<file path="config.mk">
export PLATFORM = sky130hd
export DESIGN_NAME = alu_logic_issue
export DESIGN_NICKNAME = d
export VERILOG_FILES = /design/src/rtl/alu_pkg.sv /design/src/rtl/alu_flag_gen.sv /design/src/rtl/alu_logic_issue.sv
export SDC_FILE = /design/constraint.sdc
export NUM_CORES = 1
export LEC_CHECK = 0
export ABC_AREA = 1
export CAP_MARGIN = 40
export CORE_MARGIN = 2
export CORE_UTILIZATION = 64
export CTS_BUF_LIST = sky130_fd_sc_hd__clkbuf_16
export CTS_CLUSTER_SIZE = 40
export DETAILED_ROUTE_END_ITERATION = 8
export DONT_BUFFER_PORTS = 1
export GPL_ROUTABILITY_DRIVEN = 1
export GPL_TIMING_DRIVEN = 1
export PLACE_DENSITY = 0.84
export SYNTH_ARGS = -nofsm -noshare
export SYNTH_HDL_FRONTEND = slang
export SYNTH_HIERARCHICAL = 1
export SYNTH_SLANG_ARGS = --single-unit
export TNS_END_PERCENT = 10
</file>
<file path="constraint.sdc">
create_clock -name clk -period 1.8 [get_ports clk]
set_input_delay 0.18 -clock clk [delete_from_list [all_inputs] [get_ports clk]]
set_output_delay 0.18 -clock clk [all_outputs]
set_load 0.005 [all_outputs]
</file>
<file path="src/rtl/alu_pkg.sv">
// Shared definitions for the ALU sequencing stages: operand width, opcodes and
// the handshake state encoding used by the issue stage.
package alu_pkg;

  localparam int ALU_WIDTH = 4;

  localparam logic [1:0] OP_AND  = 2'b00;
  localparam logic [1:0] OP_OR   = 2'b01;
  localparam logic [1:0] OP_XOR  = 2'b10;
  localparam logic [1:0] OP_NOTA = 2'b11;

  // 2'b11 is deliberately left unnamed; the issue stage treats it as illegal.
  typedef enum logic [1:0] {
    S_IDLE = 2'b00,
    S_EXEC = 2'b01,
    S_DONE = 2'b10
  } state_t;

endpackage

</file>
<file path="src/rtl/alu_flag_gen.sv">
// Combinational result flags (zero and odd parity), shared by the logic stage
// and the later arithmetic stages.
module alu_flag_gen
  import alu_pkg::*;
#(
  parameter int WIDTH = ALU_WIDTH
) (
  input  logic [WIDTH-1:0] i_y,
  output logic             o_zero,
  output logic             o_par
);

  assign o_zero = (i_y == '0);
  assign o_par  = ^i_y;

endmodule

</file>
<file path="src/rtl/alu_logic_issue.sv">
// Issue/capture stage around the external 4-bit logic unit: registers an
// operand bundle, waits one cycle for the unit, then holds the result until taken.
module alu_logic_issue
  import alu_pkg::*;
#(
  parameter int WIDTH = ALU_WIDTH,
  parameter int CNT_W = 8
) (
  input  logic             clk,
  input  logic             rst,
  input  logic             in_valid,
  output logic             in_ready,
  input  logic [WIDTH-1:0] in_a,
  input  logic [WIDTH-1:0] in_b,
  input  logic [1:0]       in_op,
  output logic [WIDTH-1:0] lu_a,
  output logic [WIDTH-1:0] lu_b,
  output logic [1:0]       lu_op,
  input  logic [WIDTH-1:0] lu_y,
  output logic             out_valid,
  input  logic             out_ready,
  output logic [WIDTH-1:0] out_y,
  output logic             out_zero,
  output logic             out_par,
  output logic [CNT_W-1:0] op_count
);

  state_t           r_state;
  logic [WIDTH-1:0] r_luA;
  logic [WIDTH-1:0] r_luB;
  logic [1:0]       r_luOp;
  logic [WIDTH-1:0] r_outY;
  logic             r_outZero;
  logic             r_outPar;
  logic [CNT_W-1:0] r_opCount;

  logic w_inReady;
  logic w_accept;
  logic w_consume;
  logic w_zero;
  logic w_par;

  alu_flag_gen #(
    .WIDTH (WIDTH)
  ) u_flags (
    .i_y    (lu_y),
    .o_zero (w_zero),
    .o_par  (w_par)
  );

  // A finishing result can hand its slot straight to the next bundle.
  assign w_inReady = (r_state == S_IDLE) || ((r_state == S_DONE) && out_ready);
  assign w_accept  = in_valid && w_inReady;
  assign w_consume = (r_state == S_DONE) && out_ready;

  always_ff @(posedge clk) begin
    if (rst) begin
      r_state   <= S_IDLE;
      r_luA     <= '0;
      r_luB     <= '0;
      r_luOp    <= '0;
      r_outY    <= '0;
      r_outZero <= 1'b1;
      r_outPar  <= 1'b0;
      r_opCount <= '0;
    end else begin
      case (r_state)
        S_IDLE: begin
          if (w_accept) begin
            r_luA   <= in_a;
            r_luB   <= in_b;
            r_luOp  <= in_op;
            r_state <= S_EXEC;
          end
        end
        S_EXEC: begin
          r_outY    <= lu_y;
          r_outZero <= w_zero;
          r_outPar  <= w_par;
          r_state   <= S_DONE;
        end
        S_DONE: begin
          if (w_consume) begin
            r_opCount <= r_opCount + 1'b1;
            if (w_accept) begin
              r_luA   <= in_a;
              r_luB   <= in_b;
              r_luOp  <= in_op;
              r_state <= S_EXEC;
            end else begin
              r_state <= S_IDLE;
            end
          end
        end
        default: r_state <= S_IDLE;
      endcase
    end
  end

  assign in_ready  = w_inReady;
  assign out_valid = (r_state == S_DONE);
  assign lu_a      = r_luA;
  assign lu_b      = r_luB;
  assign lu_op     = r_luOp;
  assign out_y     = r_outY;
  assign out_zero  = r_outZero;
  assign out_par   = r_outPar;
  assign op_count  = r_opCount;

endmodule
</file>
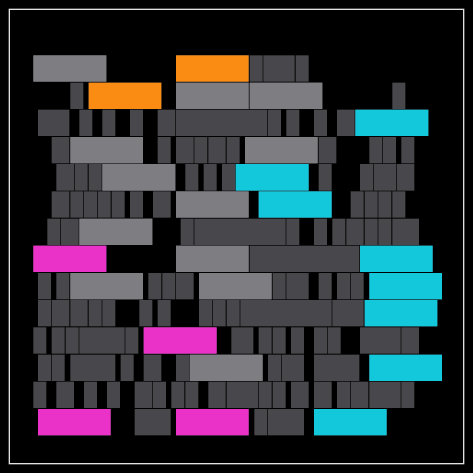
Fig. 1. Where the registers sit (run 1).
Scale: 10 px per µm. Other sequential cells in the stronger grey, the rest of the logic in the fainter grey.
magenta -> out_y  # flops 4
orange -> lu_op  # flops 2
cyan -> op_count  # flops 8
not coloured = 12
Seq group: 0.000636 W
Final Util: 77.4%
Seq. cell area: 520 µm²
flop share of the area: 43.2%

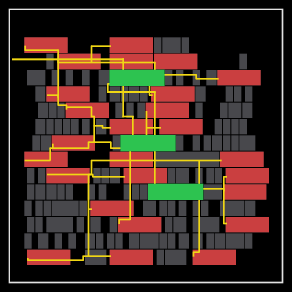
Fig. 2. Clock network drawn from the DEF (run 1).
Scale: 6 px per µm.
red -> flip-flops  # count 26
green -> clock-net drivers  # count 3
yellow -> clock wires  # length 280 µm
routed clock nets = 4
Power Clock: 0.000636 W
Clk network pwr share: 46.5%
Layout Skew: 0.00560 ns
clk_lat worst skew: 0.26 ns

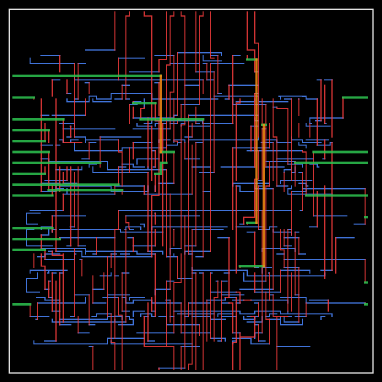
Fig. 3. Routed metal, one colour a layer (run 1).
Scale: 8 px per µm.
orange -> M4  # wire length 47.6 µm
blue -> M1  # wire length 889 µm
red -> M2  # wire length 1180 µm
green -> M3  # wire length 146 µm
drt total wl: 2.26 mm
WL/cell: 13.7 µm
gr usage total: 23.5%

==> flow_metrics.py, run 1 <==
# Flow results
metrics = {
    "drt": {
        "dr_total_vias": 915,
        "firstDrtPassIters": 4,
        "drc": 0,
        "ant_nets": 0,
    },
    "synthesis": {
        "edf_count": 0,
        "top_area_share_pct": 47.7,
        "syn_inst": 147,
        "yosys_cells": 147,
        "ys_ff": 26,
        "synth_dominant_cell_count": "nor2_1",
        "synth_sequential_area_ratio_pct": 47.7,
        "ff_type": "dfxtp_1",
        "fp_nets": 168,
        "top_cells_by_area": "dfxtp_1 48%, nor2_1 14%, nand2_1 6.5%",
        "yosysUniqueCellTypes": 22,
        "common_cells": "41 x nor2_1, 26 x dfxtp_1, 19 x nand2_1, 18 x inv_1, 7 x o21ai_1",
        "postSynthAreaPerCell_um2": 7.42,
        "yosysTopAreaCell": "dfxtp_1",
        "yosys_area_mm2": 0.00109,
        "yosys_warnings": 6,
    },
    "setup_path": {
        "worst-path-stages": 5,
        "r2r_slack_ns": 0.39,
        "start_kind": "flop",
        "r2r-end": "lu_a[2]$_SDFFE_PP0P_",
        "timing.critical_path.to": "lu_a[2]$_SDFFE_PP0P_",
        "cp_top_family": "simple AND/OR/NAND/NOR gates",
    },
    "final_layout": {
        "fin_area_mm2": 0.00121,
        "nNonClkInverters": 20,
        "nMultiInputCombCells": 98,
        "buffers": 1,
        "nNetsFinal": 171,
        "sh_comb_area_pct": 39.4,
        "final_cells": 165,
        "dominant_cells": "sequential cells",
        "num_antenna_cells": 0,
        "layout.area.comb_um2": 475,
        "ff_count": 26,
        "drive_above_1_share_pct": 7.38,
    },
    "power": {
        "top_power_group": "registers",
        "p_sw_share_pct": 20.7,
        "p_per_area_mw_per_mm2": 1140,
        "seq_power_share_pct": 46.4,
        "p_int_w": 0.00109,
        "p_switching_w": 0.000284,
        "peakVddDrop_v": 0.000763,
    },
    "sta": {
        "hold_ws_ns": 0.0593,
        "final-hold-violation-count": 0,
        "rsz0062_at_grt": "no",
        "setup_tns_ns": 0,
        "fmax_mhz": 709,
        "final_max_slew_viol_count": 0,
    },
    "run_status": {
        "status": "completed",
    },
    "place": {
        "pre_cts_slack_ns": 0.468,
        "hpwl_mm": 1.53,
    },
    "clock_network": {
        "clk_pin_slew_ns": 0.07,
        "post_cts_buffers": 0,
        "cts_resized": 0,
        "clock-sinks": 26,
        "cts_tree": "built",
        "clock_path_buffers": 2,
    },
    "floorplanning": {
        "coreArea_mm2": 0.00156,
        "initCoreUtil_pct": 70.0,
        "chipWidth_um": 45.3,
        "rows": 14,
        "tapCellCount": 16,
    },
    "global_routing": {
        "grt_pass1_vias": 866,
        "grt_first_pass_wirelength_mm": 3.46,
    },
    "min_path": {
        "hold_path_depth": 2,
    },
}
## run 1: kinds of logic after synthesis
family / share of synthesized area [%]
AND/OR/NAND/NOR: 27.2
flip-flops: 47.7
buffers and inverters: 8.71
AND-OR/OR-AND: 11.4
adder cells (fa/ha/maj): 3.44
XOR/XNOR: 1.61
## run 1: metal layers
layer / global-route usage, % / vias up / wire length, µm / part of all wire (%)
met5: 0 / - / 0 / 0
met3: 6.40 / 6 / 145 / 6.4
met2: 42.9 / 33 / 1180 / 52
li1: - / 469 / - / -
met4: 11.2 / 0 / 47 / 2.1
met1: 24.6 / 407 / 888 / 39
## run 1: flip-flops by register name, summed over array words and instances, names as in the netlist
name / flops
r_state: 2
out_par: 1
lu_op: 2
lu_b: 4
op_count: 8
lu_a: 4
out_y: 4
out_zero: 1
--- run 2 (diff from run 1) ---
--- a/config.mk
+++ b/config.mk
@@ -8,14 +8,14 @@
 export ABC_AREA = 1
 export CAP_MARGIN = 40
 export CORE_MARGIN = 2
-export CORE_UTILIZATION = 64
+export CORE_UTILIZATION = 54
 export CTS_BUF_LIST = sky130_fd_sc_hd__clkbuf_16
 export CTS_CLUSTER_SIZE = 40
 export DETAILED_ROUTE_END_ITERATION = 8
 export DONT_BUFFER_PORTS = 1
 export GPL_ROUTABILITY_DRIVEN = 1
 export GPL_TIMING_DRIVEN = 1
-export PLACE_DENSITY = 0.84
+export PLACE_DENSITY = 0.76
 export SYNTH_ARGS = -nofsm -noshare
 export SYNTH_HDL_FRONTEND = slang
 export SYNTH_HIERARCHICAL = 1
==> constraint.sdc (replaced) <==
create_clock -name clk -period 1.16 [get_ports clk]
set_input_delay 0.116 -clock clk [delete_from_list [all_inputs] [get_ports clk]]
set_output_delay 0.116 -clock clk [all_outputs]
set_load 0.005 [all_outputs]
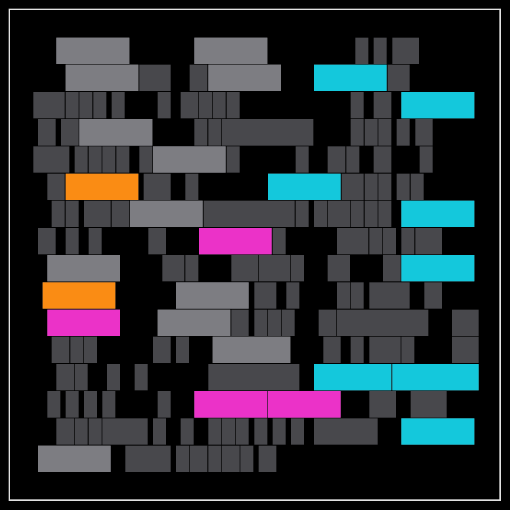
Fig. 4. Where the registers sit (run 2).
Scale: 10 px per µm. Other sequential cells in the stronger grey, the rest of the logic in the fainter grey.
Seq. cell area: 527 µm²
Final Util: 66.4%
Seq group: 0.000986 W
flop share of the area: 40.9%

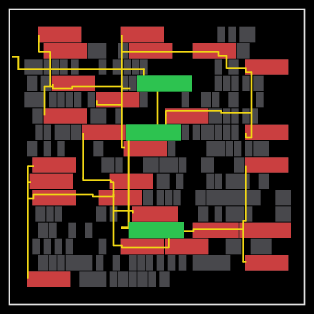
Fig. 5. Clock network drawn from the DEF (run 2).
Scale: 6 px per µm.
yellow -> clock wires  # length 275 µm
green -> clock-net drivers  # count 3
red -> flip-flops  # count 26
routed clock nets = 4
Layout Skew: 0.00413 ns
Clk network pwr share: 39.3%
Power Clock: 0.000749 W

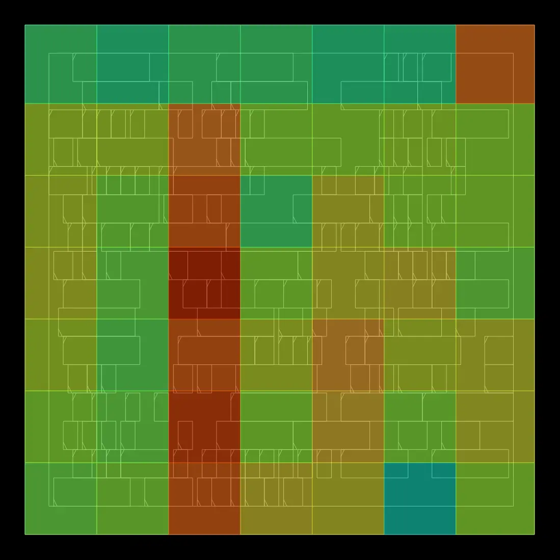
Fig. 6. Routing congestion map (run 2).
GR Util met2: 35.8%
GR Layer Usage met3: 7.67%
WL/cell: 11.9 µm
grt peak-use layer: met2
gr usage total: 20.1%

==> run 2 against run 1 <==
Against the previous run: hold slack got worse by 0.058 ns; first-iteration DRC count grew 30%; combinational power increased by 77%; utilization decreased by 11 points; die size is 17% higher; synthesized cell count did not move; via count grew 3.1%; setup slack got worse by 0.33 ns.
==> flow_metrics.py, run 2 <==
# Flow results
metrics = {
    "run_status": {
        "status": "completed",
    },
    "drt": {
        "top_layer": "met4",
        "firstDrtPassIters": 5,
        "met3WireLength_um": 187,
        "drc": 0,
        "dr_total_vias": 943,
        "ant_nets": 0,
    },
    "sta": {
        "final-hold-violation-count": 0,
        "rsz0062_at_grt": "yes",
        "fmax_mhz": 912,
        "final_max_slew_viol_count": 0,
    },
    "place": {
        "pre_cts_slack_ns": -0.0104,
    },
    "synthesis": {
        "common_cells": "41 x nor2_1, 26 x dfxtp_1, 19 x nand2_1, 18 x inv_1, 7 x o21ai_1",
        "mux_share_pct": 0,
        "synth.cellmix.compoundShare_pct": 11.4,
        "top_cells_by_area": "dfxtp_1 48%, nor2_1 14%, nand2_1 6.5%",
        "yosysTopAreaCell": "dfxtp_1",
        "synth_dominant_cell_count": "nor2_1",
        "yosysUniqueCellTypes": 22,
        "syn_inst": 147,
        "top_logic_kind": "simple AND/OR/NAND/NOR gates",
        "ys_ff": 26,
        "fa_ha_area_share_pct": 3.44,
    },
    "final_layout": {
        "num_antenna_cells": 0,
        "largest_register_ffs": 8,
        "final_cells": 184,
        "fin_area_mm2": 0.00129,
    },
    "setup_path": {
        "timing.critical_path.to": "op_count[4]$_SDFFE_PP0P_",
        "start_kind": "flop",
        "worst-path-stages": 6,
        "r2r_slack_ns": 0.06,
    },
    "floorplanning": {
        "rows": 16,
        "initCoreUtil_pct": 56.2,
    },
    "global_routing": {
        "grt_first_pass_wirelength_mm": 3.75,
        "grt_pass1_vias": 892,
    },
    "clock_network": {
        "cts_tree": "built",
        "clk_pin_slew_ns": 0.06,
        "clock-sinks": 26,
    },
    "power": {
        "peakVddDrop_v": 0.000893,
    },
}
-- run 2: timing repair --
action | CTS | global route
hold buffers | 2 | 0
pin swaps | 0 | 4
endpoints found under the hold margin | 6 | 0
gates resized | 2 | 9
endpoints found under the setup margin | 3 | 11
setup buffers | 0 | 2
-- run 2: area by class of cell --
type                            count  area, µm²  share of cell area, %
Clock buffer                        3       75.1                   5.83
Clock inverter                      1       3.75                  0.291
Tap cell                           27       33.8                   2.62
Timing Repair Buffer                9       72.6                   5.63
Multi-Input combinational cell     98        500                   38.8
Inverter                           20       76.3                   5.92
Sequential cell                    26        527                   40.9
-- run 2: power by group --
group / leakage, nW / internal [W] / switching, W
clock network: 0.0385 / 0.000461 / 0.000289
registers: 0.215 / 0.000943 / 0.0000424
logic: 0.334 / 0.0000708 / 0.000102
Power is estimated from default activity; no workload was simulated.
